File: src/rtl/mem_arb_pkg.sv
// Shared types for the two-requester memory port arbiter.
// The lock feature in the top level is built only with `define ARB_LOCK_EN.
package mem_arb_pkg;

    localparam int unsigned NUM_REQ = 2;

    typedef enum logic {
        ARB    = 1'b0,
        LOCKED = 1'b1
    } arb_state_e;

    typedef logic owner_t;

    typedef struct packed {
        logic        wren;
        logic [2:0]  funct3;
        logic [31:0] addr;
        logic [31:0] wdata;
    } mem_req_t;

endpackage

File: src/rtl/arb_rr2.sv
// Combinational two-way round-robin grant: on contention the requester that
// did not win last time is granted.
import mem_arb_pkg::*;

module arb_rr2 (
    input  logic [1:0] req,
    input  owner_t     last,
    output logic [1:0] gnt
);

    always_comb begin
        gnt = '0;
        unique case (req)
            2'b01:   gnt = 2'b01;
            2'b10:   gnt = 2'b10;
            2'b11:   gnt = last ? 2'b01 : 2'b10;
            default: gnt = '0;
        endcase
    end

endmodule

File: src/rtl/mem_port_arbiter.sv
// Arbitrates a core (m0) and a debug/loader (m1) onto one load/store port.
// Atomic lock hold with timeout exists only when ARB_LOCK_EN is defined.
import mem_arb_pkg::*;

module mem_port_arbiter #(
    parameter int unsigned LOCK_MAX = 16
) (
    input  logic        clk_i,
    input  logic        rst_ni,
    input  logic        m0_req_i,
    input  logic        m0_wren_i,
    input  logic [2:0]  m0_funct3_i,
    input  logic [31:0] m0_addr_i,
    input  logic [31:0] m0_wdata_i,
`ifdef ARB_LOCK_EN
    input  logic        m0_lock_i,
`endif
    output logic        m0_gnt_o,
    output logic        m0_rvalid_o,
    output logic [31:0] m0_rdata_o,
    input  logic        m1_req_i,
    input  logic        m1_wren_i,
    input  logic [2:0]  m1_funct3_i,
    input  logic [31:0] m1_addr_i,
    input  logic [31:0] m1_wdata_i,
`ifdef ARB_LOCK_EN
    input  logic        m1_lock_i,
`endif
    output logic        m1_gnt_o,
    output logic        m1_rvalid_o,
    output logic [31:0] m1_rdata_o,
    output logic        lsu_wren_o,
    output logic [2:0]  lsu_funct3_o,
    output logic [31:0] lsu_addr_o,
    output logic [31:0] st_data_o,
    input  logic [31:0] ld_data_i
);

    if (LOCK_MAX < 2 || LOCK_MAX > 255) begin : g_lock_max_range
        $error("LOCK_MAX must be within 2..255");
    end

    mem_req_t        attr [NUM_REQ];
    mem_req_t        sel;
    logic [1:0]      req_vec;
    logic [1:0]      rr_gnt;
    logic [1:0]      gnt;
    owner_t          last_q, last_d;
    logic            rd_pend_q;
    owner_t          rd_own_q;

    assign attr[0] = '{wren: m0_wren_i, funct3: m0_funct3_i, addr: m0_addr_i, wdata: m0_wdata_i};
    assign attr[1] = '{wren: m1_wren_i, funct3: m1_funct3_i, addr: m1_addr_i, wdata: m1_wdata_i};
    assign req_vec = {m1_req_i, m0_req_i};

    arb_rr2 u_rr (
        .req  (req_vec),
        .last (last_q),
        .gnt  (rr_gnt)
    );

`ifdef ARB_LOCK_EN
    localparam logic [7:0] LOCK_MAX_C = 8'(LOCK_MAX);

    arb_state_e  state_q, state_d;
    owner_t      lock_own_q, lock_own_d;
    logic [7:0]  lock_cnt_q, lock_cnt_d;
    logic [1:0]  lock_vec;

    assign lock_vec = {m1_lock_i, m0_lock_i};

    always_comb begin
        state_d    = state_q;
        lock_own_d = lock_own_q;
        lock_cnt_d = lock_cnt_q;
        gnt        = rr_gnt;
        last_d     = last_q;
        unique case (state_q)
            ARB: begin
                if (|gnt) last_d = gnt[1];
                // Only the requester actually granted can take the lock.
                if (|(gnt & lock_vec)) begin
                    state_d    = LOCKED;
                    lock_own_d = gnt[1];
                    lock_cnt_d = 8'd1;
                end
            end
            LOCKED: begin
                gnt             = '0;
                gnt[lock_own_q] = req_vec[lock_own_q];
                if (|gnt) last_d = lock_own_q;
                if (lock_cnt_q != LOCK_MAX_C) lock_cnt_d = lock_cnt_q + 8'd1;
                if (lock_cnt_d == LOCK_MAX_C || !lock_vec[lock_own_q]) begin
                    state_d    = ARB;
                    lock_cnt_d = '0;
                    // Timeout hands the next contention to the other requester.
                    if (lock_cnt_d == LOCK_MAX_C) last_d = lock_own_q;
                end
            end
            default: state_d = ARB;
        endcase
    end

    always_ff @(posedge clk_i or negedge rst_ni) begin
        if (!rst_ni) begin
            state_q    <= ARB;
            lock_own_q <= 1'b0;
            lock_cnt_q <= '0;
        end else begin
            state_q    <= state_d;
            lock_own_q <= lock_own_d;
            lock_cnt_q <= lock_cnt_d;
        end
    end
`else
    always_comb begin
        gnt    = rr_gnt;
        last_d = last_q;
        if (|gnt) last_d = gnt[1];
    end
`endif

    always_ff @(posedge clk_i or negedge rst_ni) begin
        if (!rst_ni) begin
            last_q    <= 1'b1;
            rd_pend_q <= 1'b0;
            rd_own_q  <= 1'b0;
        end else begin
            last_q    <= last_d;
            rd_pend_q <= |gnt && !sel.wren;
            rd_own_q  <= gnt[1];
        end
    end

    always_comb begin
        sel = '0;
        if (gnt[0])      sel = attr[0];
        else if (gnt[1]) sel = attr[1];
    end

    assign m0_gnt_o     = gnt[0];
    assign m1_gnt_o     = gnt[1];
    assign lsu_wren_o   = sel.wren;
    assign lsu_funct3_o = sel.funct3;
    assign lsu_addr_o   = sel.addr;
    assign st_data_o    = sel.wdata;

    assign m0_rvalid_o  = rd_pend_q && !rd_own_q;
    assign m1_rvalid_o  = rd_pend_q && rd_own_q;
    assign m0_rdata_o   = m0_rvalid_o ? ld_data_i : '0;
    assign m1_rdata_o   = m1_rvalid_o ? ld_data_i : '0;

endmodule

File: config.mk
export PLATFORM = sky130hd
export DESIGN_NAME = mem_port_arbiter
export DESIGN_NICKNAME = d
export VERILOG_FILES = /design/src/rtl/mem_arb_pkg.sv /design/src/rtl/arb_rr2.sv /design/src/rtl/mem_port_arbiter.sv
export SDC_FILE = /design/constraint.sdc
export NUM_CORES = 1
export LEC_CHECK = 0
export CORE_AREA = 10 10 110 112
export CTS_CLUSTER_DIAMETER = 30
export DETAILED_ROUTE_END_ITERATION = 16
export DIE_AREA = 0 0 120 122
export PLACE_DENSITY = 0.68
export SLEW_MARGIN = 15
export SYNTH_ARGS = -nofsm -noshare
export SYNTH_HDL_FRONTEND = slang
export SYNTH_SLANG_ARGS = --single-unit
File: constraint.sdc
create_clock -name clk_i -period 2.2 [get_ports clk_i]
set_clock_uncertainty 0.05 [all_clocks]
set_input_delay 0.33 -clock clk_i [delete_from_list [all_inputs] [get_ports clk_i]]
set_output_delay 0.33 -clock clk_i [all_outputs]
set_load 0.02 [all_outputs]
Run 1, the metal 3 layer:
Drawn at 4 px/um.
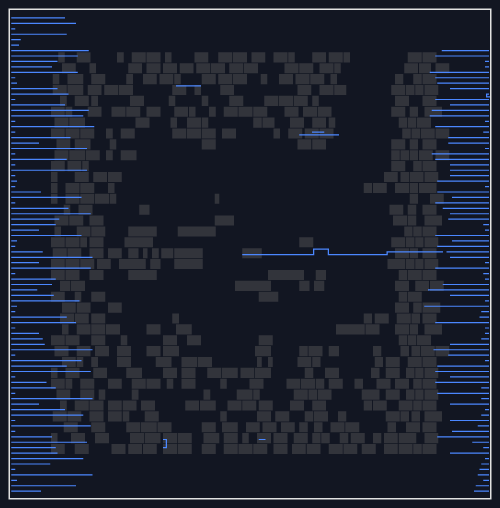
share of all routed wire: 12%
longest straight run: 20.5 um
nets with wire on the layer: 174
wire length on this layer: 1,550 um
main direction: horizontal
via count: 2,749
Post-Route WL: 12.59 mm

Run 1, clock network drawn from the DEF:
Drawn at 2 px/um.
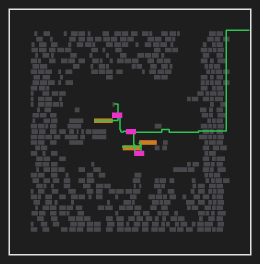
legend:
  flip-flops:
    color: orange
    count: 3
  cells driving clock nets:
    color: magenta
    count: 3
  clock wires:
    color: green
    length: 186 um
routed clock nets: 4
Worst-Skew Late Latency: 210 ps
Clk network pwr share: 11.1%
clk pwr: 0.161 mW

==> out/summary.txt, run 1 <==
RSZ-0062 raised after global routing: false
P_seq: 0.0669 mW
Worst R2R Setup Slack: 900 ps
CP Capture Type: output pin
Standby leakage power: 2.059 nW
FP Util: 15.15%
H-Tree Level Count: 1
Synth cell types: 16
Overflow after GRT: 0
Status: completed
Post-Layout Cell Count: 603
Cell internal pwr: 0.8323 mW
Post-CTS Setup Inserts: 0
Final setup vio count: 0
Critical path class: input pin to output pin
Post-synth regs: 3
Register share after synthesis: 5.016%
Sum of negative setup slack: 0 ps
Area leader share: 32.24%
Worst path arrival time: 1770 ps
Peak supply drop: 0.1376 mV
Flip-flops: 3
CP cell instances: clkdlybuf4s50_1, buf_4, nand2b_2, buf_12, a32o_2, clkdlybuf4s15_1
Area Growth Syn to Fin: 191.5%
Total power: 1.455 mW
Sequential Area: 76.32 sq um
Antenna violations before repair: 0
Most instantiated cells after synthesis: 49 x a32o_1, 34 x and2_1, 32 x and3_1
Die height: 122 um
Rows: 37
Core footprint: 10,050 sq um
Worst hold slack: 267.6 ps
Die X: 120 um
CP required: 1820 ps
Top cell family by delay on the critical path: buffers and inverters
Share of power burned in registers: 4.6%
Number of logic gates: 140
Run 1, congestion heat map:
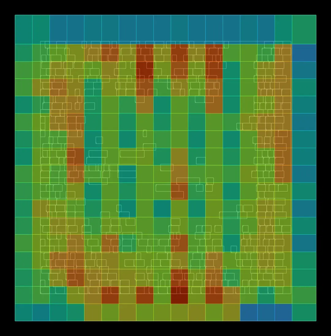
M3 GR Usage: 8.187%
global route hottest layer: met2
GRT Util Overall: 15.54%
WL/cell: 20.88 um
met1 GRT Util: 15.25%

## run 1: metal layers
metal | vias up | wire length [um] | share of wire, % | global-route usage (%)
li1 | 1326 | - | - | -
met5 | - | 0 | 0 | 0
met3 | 2 | 1548 | 12 | 8.187
met2 | 182 | 6576 | 52 | 28.95
met4 | 0 | 50 | 0.40 | 2.489
met1 | 1239 | 4418 | 35 | 15.25
## run 1: sequential cells by signal, summed over array words and instances (netlist names)
signal     count
last_q         1
rd_own_q       1
rd_pend_q      1
## run 1: cells by family after synthesis
group | after synthesis | share of synthesized area (%)
DFF | 3 | 5.017
buffers and inverters | 34 | 18.09
AOI/OAI and AO/OA | 71 | 48.60
and+or+nand+nor | 69 | 28.29
==> run 1 -> run 2 <==
SKIP_LAST_GASP = 1   (was default)
Run 2, the metal 2 layer:
Drawn at 4 px/um.
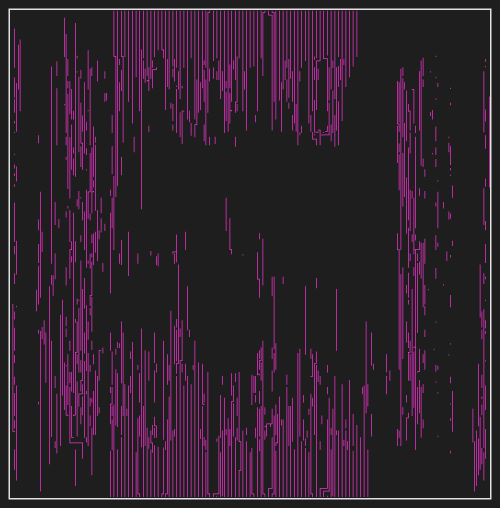
longest straight run: 50.0 um
wire length on this layer: 6,580 um
share of all routed wire: 52%
nets with wire on the layer: 565
main direction: vertical

==> run 2 against run 1 <==
Net effect:
- first-iteration DRC count stayed put
- total power unchanged
- wire length unchanged
- worst setup slack did not move
- maximum frequency stayed put
- via count did not move
- utilization stayed put
==> out/summary.txt, run 2 <==
Met3 WL: 1.548 mm
Highest routed layer: met4
WL/cell: 20.88 um
Flip-flops: 3
Rows: 37
Register share after synthesis: 5.016%
Synth cell types: 16
Standby leakage power: 2.059 nW
CP Capture Type: output pin
Most instantiated cells after synthesis: 49 x a32o_1, 34 x and2_1, 32 x and3_1
Total power: 1.455 mW
CP required: 1820 ps
M3 GR Usage: 8.187%
Die height: 122 um
Overflow after GRT: 0
Biggest regs: last_q: 1 flops, rd_own_q: 1 flops, rd_pend_q: 1 flops
Met2 WL: 6.576 mm
Sequential Area: 76.32 sq um
Top cell family by delay on the critical path: buffers and inverters
Worst path arrival time: 1770 ps
Met1 GRT Util: 15.25%
Status: completed
Run 2, metal 1:
Drawn at 4 px/um. Supply wires on this layer in gray.
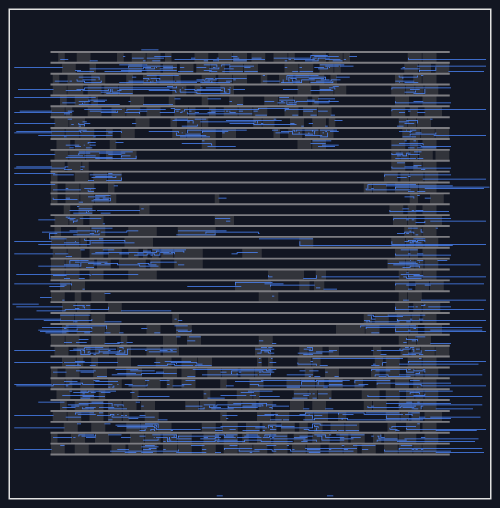
nets with wire on the layer: 552
wire length on this layer: 4,420 um
main direction: horizontal

run 2: power breakdown:
group / switching [mW] / total [mW] / internal (mW)
Combinational: 0.583 / 1.23 / 0.645
Sequential: 0.00318 / 0.0669 / 0.0637
Clock: 0.0372 / 0.161 / 0.124
Total: 0.623 / 1.46 / 0.832
run 2: stage by stage:
stage          TNS, ps  cell area [sq um]
6_report             0               4436
5_1_grt              0               4436
4_1_cts         -1.459               4606
3_5_place_dp    -14690               4647
3_3_place_gp    -14290               4647
2_1_floorplan        0               1521
run 2: kinds of logic (layout without fill, tap and decap cells):
logic type | count (synthesis) | after routing | synth area share, %
AND/OR/NAND/NOR | 69 | 69 | 28.29
buffers and inverters | 34 | 324 | 18.09
AND-OR/OR-AND | 71 | 71 | 48.60
flip-flops | 3 | 3 | 5.017
Run 2, clock network drawn from the DEF:
Drawn at 2 px/um.
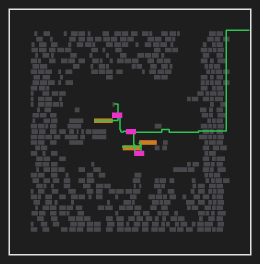

==> run 2 -> run 3 <==
ABC_AREA = 0   (was default)
CORE_AREA = 2 2 118 120   (was 10 10 110 112)
PLACE_DENSITY = default   (was 0.68)
Run 3, clock network drawn from the DEF:
Drawn at 2 px/um.
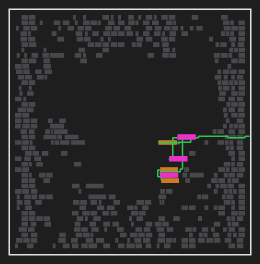
legend:
  flip-flops:
    color: orange
    count: 3
  clock wires:
    color: green
    length: 117 um
  cells driving clock nets:
    color: magenta
    count: 3
routed clock nets: 4

==> run 3 against run 2 <==
Net effect:
- sequential power increased by 2%
- cell count increased by 8.1%
- wire length decreased by 17%
- synthesized area unchanged
- non-clock buffer count increased by 5
- hold slack got worse by 23 ps
- total power increased by 11%
- synthesized cell count unchanged
- count of clock-buffer cells in the layout unchanged
- die area unchanged
- critical path depth unchanged
- critical endpoint is now st_data_o[30]
- highest routed layer unchanged
==> out/summary.txt, run 3 <==
Status: completed
Global route hottest layer: met2
Worst path arrival time: 1810 ps
FP Util: 11.27%
Rows: 43
CP required: 1820 ps
Met2 Usage GRT: 24.22%
RSZ-0062 raised after global routing: true
MUX area fraction: 0%
M3 GR Usage: 3.652%
Met1 GRT Util: 13.34%
DRT met1 WL: 3.810 mm
Post-synthesis adder-cell area fraction: 0%
Cell internal pwr: 0.9772 mW
Yosys xor share: 0%
Post-synth regs: 3
CP cell instances: clkdlybuf4s50_1, a21boi_4, buf_4, clkbuf_16, a32o_1, clkdlybuf4s15_2
Worst R2R Setup Slack: 610 ps
Area post-placement: 4722 sq um
Most instantiated cells after synthesis: 49 x a32o_1, 34 x and2_1, 32 x and3_1
P_seq: 0.0681 mW
Top non-seq family: AND-OR/OR-AND gates
Area leader share: 32.24%
Share of power burned in registers: 4.2%
Antenna violations before repair: 0
Overflow after GRT: 0
Die X: 120 um
Sum of negative setup slack: 0 ps
Core footprint: 13,500 sq um
H-Tree Level Count: 1
Combinational Power Share: 78.1%
GRT Util Overall: 12.34%
Switching Share: 39.40%
Critical path class: input pin to output pin
Met2 WL: 5.528 mm
Top cell family by delay on the critical path: buffers and inverters
Synth cell types: 16
Highest routed layer: met4
Die height: 122 um
Biggest regs: last_q: 1 flops, rd_own_q: 1 flops, rd_pend_q: 1 flops
Clk network pwr share: 17.7%
Run 3, metal 1:
Drawn at 4 px/um. Supply wires on this layer in gray.
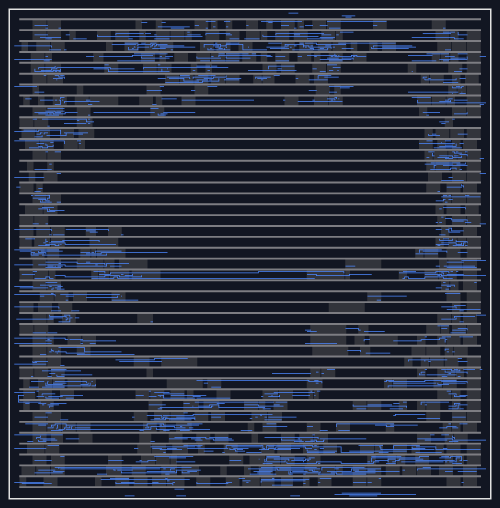
share of all routed wire: 36%
wire length on this layer: 3,810 um
nets with wire on the layer: 503
main direction: horizontal

## run 3: cell counts after synthesis
Identical to the previous run, type by type.
## run 3: repair_timing
item | CTS | global route
endpoints found under the setup margin | 70 | 66
resized | 91 | 87
cloned | 0 | 2
hold endpoints to repair | 0 | 0
hold buffers | 0 | 0
buffers inserted | 0 | 1
## run 3: worst register-to-register path, cell delays in order (launching register included)
cell and delay, ps:
dfstp_2 540, buf_4 130, a21boi_4 60, buf_4 160
clkbuf_16 180, buf_4 140, a32o_2 210
## run 3: cell type report
class | instances | area (sq um) | share of cell area [%]
Inverter | 2 | 7.507 | 0.1624
Sequential cell | 3 | 76.32 | 1.651
Clock buffer | 4 | 78.83 | 1.705
Timing Repair Buffer | 323 | 3057 | 66.13
Tap cell | 180 | 225.2 | 4.873
Multi-Input combinational cell | 140 | 1177 | 25.47
Power figures rest on the tool's default switching activity, not on a simulated workload.
